Design branch_pred_table, sky130hd; sources not shown.
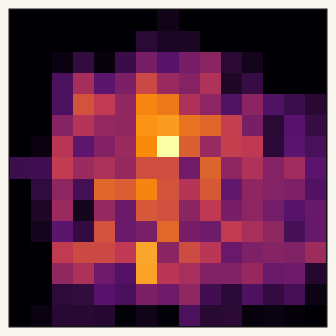
run_1/metal_density.png
15 x 15 tiles, from black (low) to pale yellow (high), scaled to the fullest tile. Values are wire area over tile area, all layers added.
mean over tiles: 0.14
nearly empty tiles: 25%
densest ninth of the die: center
fullest tile: 0.53
emptiest ninth of the die: north-east
tiles over half the peak: 16%
average wire per cell in the routed design: 13.1 µm
post-detailed-routing wire length: 5.04 mm
DR vias: 1865

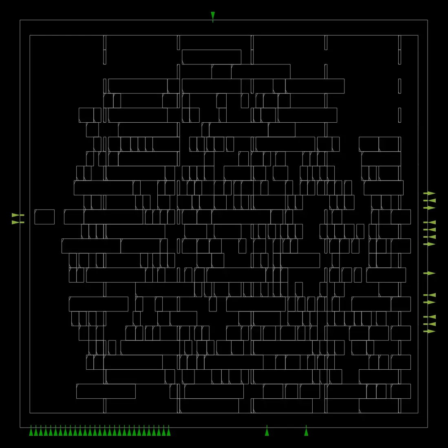
run_1/placement.png
Well-Tap Cells: 70
CORE AREA: 5140 µm²

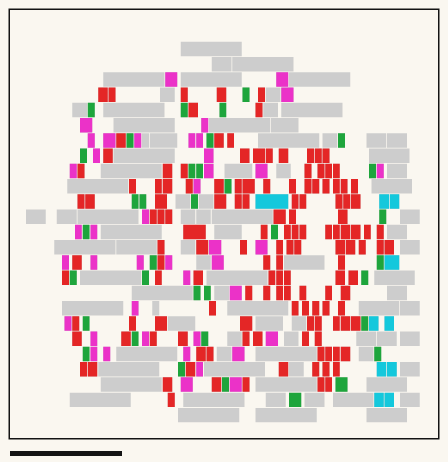
run_1/logic_types.png
The bar under the picture is 20 µm long.
[red] NAND gates | cells: 141
[green] inverters | cells: 35
[magenta] NOR gates | cells: 42
[cyan] inverting AOI/OAI gates | cells: 10
fraction of area in multi-input gates: 0.327
non-filler instance count after layout: 384
Top cell excl fill/tap: nand2_1

==> run summary, run 1 <==
Implementation results.

The sequential share of cell area is 0.409. The final report lists the setup-violating endpoint count as 0. The maximum achievable frequency is a little under 500 MHz. The post-synthesis cell count is about 280. According to the Yosys statistics, the synthesized design has a chip area of about 2100 µm². The number of slew-limit violations in the final report is 0. Of the cells placed in the final design, the portion with a size suffix greater than 1 is 0.159. The synthesis run shows the most used standard cells to be 96 x nand2_1, 37 x nand3_1, 32 x edfxtp_1, 32 x inv_1, 28 x nor2_1. The clock H-tree reported by CTS has 2 levels.

Max-cap violations in this run came to 0. The number of cells on the worst hold path is listed as 2. The met1 wire length is between 2 and 2.5 mm.

The core occupancy in the finished layout is 0.514. The finished cells cover roughly 2600 µm². The script logs the ratio of routed vias to standard cells as 4.86.

The slew check shows that the tightest pin keeps a relative margin of 0.791. The number of enable flip-flop cells is 32. According to the dpl log, the detail-placed design has an HPWL of 3.72 mm. At the pin with the least slew margin, the transition time is ~0.31 ns.

The root cell of the clock tree is clkbuf_8. The critical path in the final layout is reported with a setup slack of about 0.16 ns. After the first detailed-routing iteration, the DRC count stood at around 96.

Buffers inserted during clock tree synthesis total 5. The standby leakage power is between 1 and 1.5 nW. The kind of capture point of the worst setup path is a flip-flop. The tightest min-delay check is of the flip-flop to flip-flop type. The count of yosys warnings during synthesis is 6. The share of synthesized area in the top cell type comes to 0.447.

Setup repair after global routing left no endpoint under its margin. Across every metal layer, demand over resource in global routing totals 0.188. The flow ran to the end, and the final reports show no timing, DRC or antenna violations. The floorplan step records an initial core utilization of 0.418. The leftover overflow at the end of global routing is 0.

The report puts the cell count of the worst reg-to-reg path at 11. In the final design database the tool counted 354 nets. TritonRoute reported its final design rule violation total as 0. The peak-usage layer in the global routing report is met2. After synthesis, the cell types taking the most area are edfxtp_1 45%, nand2_1 17%, nand3_1 8.6%. Total power normalized to cell area comes to a little over 600 nW/µm². The number of clock buffers in the layout is 8. The mapped netlist covers 2150 µm².

In the global route stage, met1 resource usage came out at 0.248. Looking at the post-CTS report, the setup buffer insertion count equals 0. The register with the most flip-flops in the layout has 32 of them. The post-place setup slack is -0.150 ns.

The number of antenna diodes is 0. According to the report, the first pass of detailed routing completed in 6 iterations. The placement summary gives the final routability congestion estimate as 0.896. The multi-input logic area is roughly 860 µm². After filler insertion, the fill cell instance count of the layout stands at between 500 and 600. The mean post-synth cell area is 7.79 µm².

The net count of the mapped netlist is between 300 and 400. Among the stages of the critical path, the cell type that occurs most often is nand2_1. The final clock period utilization by the worst path is 0.926. The number of non-clock buffers is approximately 40. STA reports a reg2reg setup slack of 0.48 ns. The library cells used most frequently in the layout, excluding fill and tap cells, are 95 x nand2_1, 37 x nand3_1, 32 x inv_1, 32 x edfxtp_1, 26 x nor2_1. At the worst endpoint, the required time is 2.13 ns. The tally of buffers added on design ports is 18. The largest area contributor in the netlist is edfxtp_1. The total cell area at the placement stage is around 2500 µm². Per the final report, the share of cell area in clock cells is 0.0341.

The maximum number of pins on one net before global-route repair is 22. The unique cell type count in the Yosys netlist is 22. The global-route wire length before repair is 8.49 mm. The area share of buffers outside the clock network is 0.145.

The slowest stage of the critical path is the clkdlybuf4s50_1 cell. The detailed router used layers up to and including met4. The most common flop cell mapped by yosys is edfxtp_1. The post-synthesis sequential element count is 38.

Post-CTS repair changed the size of 0 cells. The top-level port count is roughly 47. The number of sinks driven by the clock tree is 38. For reference, the clock transition at the flip-flops on the worst setup and hold paths is ~0.070 ns.

The arrival time at the worst endpoint is between 1.5 and 2 ns. The proportion of synthesized chip area in sequential cells is 0.503. The number of global-route vias before repair is roughly 1800.

The area taken by sequential standard cells is reported as about 1100 µm². The async set-reset flop share out of synthesis is 0. The worst VDD IR drop from the latest analysis is roughly 0.26 mV. The horizontal die dimension reported for this design is 76.3 µm.

The total number of multi-input combinational cells is around 190. The area added between synthesis and finish is 22.8%. Overall power consumption after layout is estimated at ~1.6 mW. The clock latency at the later pin of the worst-skew pair is approximately 0.29 ns.

The height of the die is 76.3 µm. The number of buffers on the longest clock path is 2. Warnings raised by the tools during the run amount to 54. The final hold violation count is 0. For reference, the most critical setup path is categorized as input pin to flip-flop.

Non-clock inverters in the final layout number 35. In this run the remaining antenna-violating nets after routing total 0. The number of antenna violations at the first check in global routing is 0. According to the floorplan report, the total die area is approximately 5800 µm². The largest fanout on the critical path is 12. The cell class with the largest area share is sequential cells. The met3 wire length is 226 µm. The final period demand of the worst path is between 2 and 2.5 ns. The most frequently used library cell after synthesis is nand2_1. The element type at the critical path start is an input pin. In this run, post-CTS hold repair placed 0 buffers. The sequential cell count is 38. In this run the critical path is formed by clkdlybuf4s50_1, buf_12, buf_12, nand2_1, nand2_1, nand2_1, nand2_1, nand2_1, nand2_1, nor2_2, nand2_2, nand2_2, buf_4, nand3_1. The peak per-stage delay on the critical path is approximately 0.44 ns.

The met3 track demand over resource in global routing is 0.0359. The number of core rows is 26. The detailed route wirelength on metal2 is approximately 2.4 mm. For met2 alone, demand over resource in global routing was 0.313. TritonCTS built the clock tree. The number of cells in Yosys stat is roughly 280.
-- run 1: stage by stage --
stage,setup TNS (ns),std cells,hold slack (ns)
final,0,384,0.393
after detailed placement,-3.71,376,0.380
after CTS,0,384,0.401
after global routing,0,384,0.430
after floorplan,0,276,0.302
after global placement,-2.86,376,0.363
-- run 1: power breakdown --
part	leakage [nW]	internal, mW	switching (mW)
Combinational	0.677	0.118	0.165
Clock	0.0455	0.256	0.238
Sequential	0.338	0.803	0.0134
Total	1.06	1.18	0.416
-- run 1: kinds of logic (layout without fill, tap and decap cells) --
family,Yosys count,after routing,synth area share
buf+inv,45,83,0.0995
flops,38,38,0.503
simple gates,183,183,0.368
compound gates,10,10,0.0297
-- run 1: critical path: cells and delay by family --
kind / cells / cell delay, ns
buffers and inverters: 4 / 0.89
AND/OR/NAND/NOR: 10 / 0.75
==> run 1 -> run 2 <==
==> constraint.sdc (replaced) <==
create_clock -name clk -period 2.2 [get_ports clk]
set_clock_uncertainty 0.1 [all_clocks]
set_input_delay 0.33 -clock clk [delete_from_list [all_inputs] [get_ports clk]]
set_output_delay 0.33 -clock clk [all_outputs]
set_load 0.1 [all_outputs]
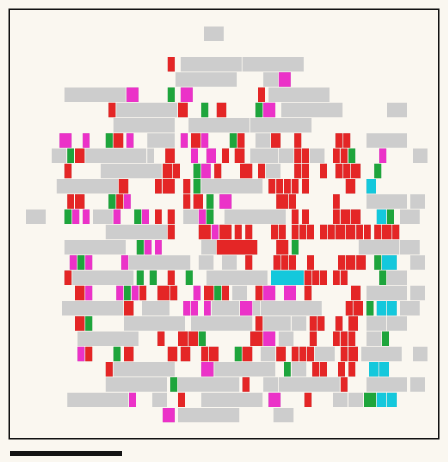
run_2/logic_types.png
The bar under the picture is 20 µm long.
[magenta] NOR gates | cells: 42
[green] inverters | cells: 35
[red] NAND gates | cells: 141
[cyan] inverting AOI/OAI gates | cells: 10
fraction of area in multi-input gates: 0.335
non-filler instance count after layout: 382

==> run summary, run 2 <==
Implementation results.

The number of non-clock buffers is 38 (-5.0%). The power density over cell area is 661 nW/µm² (+9.5%). The worst setup path is launched from an input pin. The xor/xnor share of the synthesized area is 0 (unchanged).

TritonCTS built the clock tree. The tightest min-delay check is of the flip-flop to flip-flop type. The type of the worst setup path is input pin to flip-flop. The number of global-route vias before repair was 1761 (-2.2%). The worst-case headroom to the max-slew limit was 0.789 (-0.00147). The most common logic cell in the routed design is nand2_1. The layout net count came to 352 (-0.56%). The total cell area at the placement stage is 2470 µm² (-2.7%). The register-to-register setup slack is 0.45 ns (-0.03 ns).

The routed length per placed instance is 12.9 µm (-1.6%). The final hold violation count is 0 (unchanged). The post-synthesis cell count came to 276 (unchanged).

The multi-input logic area is 868 µm² (+0.73%). The main logic family after synthesis is simple AND/OR/NAND/NOR gates. The peak per-stage delay on the critical path is 0.44 ns (about the same).

The placed wire-length estimate came to 3.67 mm (-1.5%). The combined buffer and inverter count along the critical path is 3 (-1). The clock latency at the later pin of the worst-skew pair is 0.29 ns (about the same). The clock-pin slew on the worst setup and hold paths came to 0.08 ns (about the same). The height of the die is 76.3 µm (unchanged).

The number of setup violations in the final report is 0 (unchanged). The tapcell count is 70 (unchanged). The tally of buffers added on design ports came to 18 (unchanged). The number of buffers on the longest clock path was 2 (unchanged).

By area the synthesized netlist is led by edfxtp_1 45%, nand2_1 17%, nand3_1 8.6%. The number of logic inverters in the finished layout came to 35 (unchanged). The worst hold margin is 0.388 ns (-0.00540 ns).

On the critical path, the stage with the largest delay is an instance of clkdlybuf4s50_1. The max-cap violation count is 0 (unchanged). The sequential share of cell area is 0.417 (+0.00751).

Sorting the synthesized cells by how often they occur yields 96 x nand2_1, 37 x nand3_1, 32 x edfxtp_1, 32 x inv_1, 28 x nor2_1. The number of clock buffers in the layout came to 7 (-1). The sequential cell count is 38 (unchanged). The number of cells on the critical path is 11 (-3). The relative contribution of sequential cells to total power is 0.477 (-0.036). The maximum number of pins on one net before global-route repair was 22 (unchanged).

The path depth of the worst reg2reg path is 11 (unchanged). The tree is rooted in a clkbuf_8. The number of antenna diodes is 0 (unchanged). The number of hold buffers added after CTS came to 0 (unchanged). The via total after detailed routing came to 1819 (-2.5%). The worst hold path stage count is 2 (unchanged). The final clock period utilization by the worst path is 0.923 (-0.00297).

The mean post-synth cell area is 7.79 µm² (unchanged). The run finished with clean final reports. The number of core rows is 26 (unchanged).

The floorplan core density is 0.418 (unchanged). The logic gate share of total power is 0.180 (+0.003). The number of flip-flops in the largest register is 32 (unchanged). The total chip power was 1.71 mW (+7.5%).

The number of sinks driven by the clock tree was 38 (unchanged). The chip area is 5820 µm² (unchanged). The detailed-route vias per instance is 4.76 (-2.0%).

The post-place setup slack is -0.180 ns (-0.0299 ns). The cell class with the largest area share is sequential cells. The fraction of power spent switching nets is 0.276 (+0.0148). The number of antenna violations at the first check in global routing is 0 (unchanged). The area added between synthesis and finish is 20.6%. The sequential cell area is 1080 µm² (unchanged). The leftover overflow at the end of global routing was 0 (unchanged). The post-route setup TNS is 0 ns (unchanged).

In the post-synthesis netlist, the cell with the most instances is nand2_1. The number of cells in Yosys stat is 276 (unchanged). The count of TritonRoute iterations in the first routing pass is 4 (-2). The number of placed instances, taps included is 374 (-0.53%).

The netlist area before placement is 2150 µm² (unchanged). The setup slack of the critical path after layout is 0.169 ns (+0.00654 ns). The post-CTS setup buffer count is 0 (unchanged).

The top-level port count is 47 (unchanged). The post-route cell area is 2590 µm² (-1.8%). The largest fanout on the critical path was 16 (+4). The maximum achievable frequency was 492 MHz (+0.32%). The adder and majority cell fraction of the synthesized area is 0 (unchanged). The antenna violation net count after detailed routing is 0 (unchanged). The transition time of the tightest slew-check pin is 0.315 ns (+0.00219 ns). The TritonCTS buffer count was 5 (unchanged). The clock network power share is 0.343 (+0.033). The proportion of synthesized chip area in sequential cells is 0.503 (unchanged).

The data required time at the worst endpoint is 2.15 ns (+0.02 ns). The H-tree level count is 2 (unchanged). The proportion of cell area spent on the clock network came to 0.0410 (+0.00690). The area fraction of the dominant cell type after synthesis was 0.447 (unchanged). The core footprint is 5140 µm² (unchanged).

The switching power came to 0.473 mW (+14%). The basic-gate share of the synthesized area counting and, or, nand and nor cells was 0.368 (unchanged). The total routing resource utilization after global routing is 0.181 (-0.00681).

The number of enable flip-flop cells came to 32 (unchanged). The global-route wire length before repair is 8.28 mm (-2.4%). The maximum resistive drop on vdd came to 0.379 mV (+46%). The share of post-route cells with drive strength above 1 is 0.170 (+0.0106). The remaining routing DRC violations was 0 (unchanged). The post-synthesis chip area from yosys was 2150 µm² (unchanged).

The design internal power is 1.24 mW (+5.3%). The share of synthesized cell area in and-or and or-and compound cells is 0.0297 (unchanged). The core occupancy in the finished layout came to 0.504 (-0.00925). The number of slew-limit violations in the final report came to 0 (unchanged). The share of cell area taken by muxes after synthesis was 0 (unchanged).

The standby leakage power came to 1.05 nW (-0.77%). The routed wire length is 4.94 mm (-2.1%). The arrival time at the worst endpoint was 1.98 ns (about the same). The count of yosys warnings during synthesis is 6 (unchanged).

The net count of the mapped netlist is 317 (unchanged). Setup repair after global routing left no endpoint under its margin. The most common flop cell mapped by yosys is edfxtp_1.

The post-synthesis sequential element count is 38 (unchanged). The horizontal die dimension is 76.3 µm (unchanged). The number of logged tool warnings is 54 (unchanged). The signal on the critical path passes through clkdlybuf4s50_1, buf_4, buf_4, nand3_1, nand4_1, nand2_1, nand2_1, nor2_1, nand2_2, nand2_8, nor2_1. The initial DRC count is 93 (-3.1%).

The final period demand of the worst path is 2.03 ns (-0.00654 ns). The weighted congestion at the end of routability-driven global placement came to 0.843 (-5.9%). The async set-reset flop share out of synthesis was 0 (unchanged). The largest area contributor in the netlist is edfxtp_1. In the layout the commonest cells are 95 x nand2_1, 37 x nand3_1, 32 x inv_1, 32 x edfxtp_1, 27 x nor2_1. The number of fill cells in the layout is 518 (-5.3%). The unique cell type count in the Yosys netlist came to 22 (unchanged).

The kind of capture point of the worst setup path is a flip-flop. The area share of buffers outside the clock network is 0.122 (-0.0234). The total number of multi-input combinational cells is 193 (unchanged).

The total of cells resized after clock tree synthesis was 0 (unchanged). On the critical path the largest part of the delay comes from simple AND/OR/NAND/NOR gates.
[run 2: metal layers]
metal | part of all wire | GRT usage | vias up
met2 | 0.49 | 0.309 | 29
met1 | 0.47 | 0.233 | 841
met5 | 0 | 0 | -
li1 | - | - | 947
met4 | 0.0057 | 0.0444 | 0
met3 | 0.029 | 0.0419 | 2
[run 2: power groups by stage]
stage | combinational [mW] | sequential, mW | clock [mW]
2_1_floorplan | 0.166 | 0.881 | 0
3_3_place_gp | 0.300 | 0.832 | 0
3_5_place_dp | 0.302 | 0.833 | 0
4_1_cts | 0.303 | 0.816 | 0.598
5_1_grt | 0.335 | 0.819 | 0.630
6_report | 0.308 | 0.816 | 0.588
[run 2: worst min-delay path: stages, from the launching register on]
cell	delay (ns)
dfxtp_1	0.33
o211ai_1	0.08
inv_1	0.05
Power figures rest on the tool's default switching activity, not on a simulated workload.
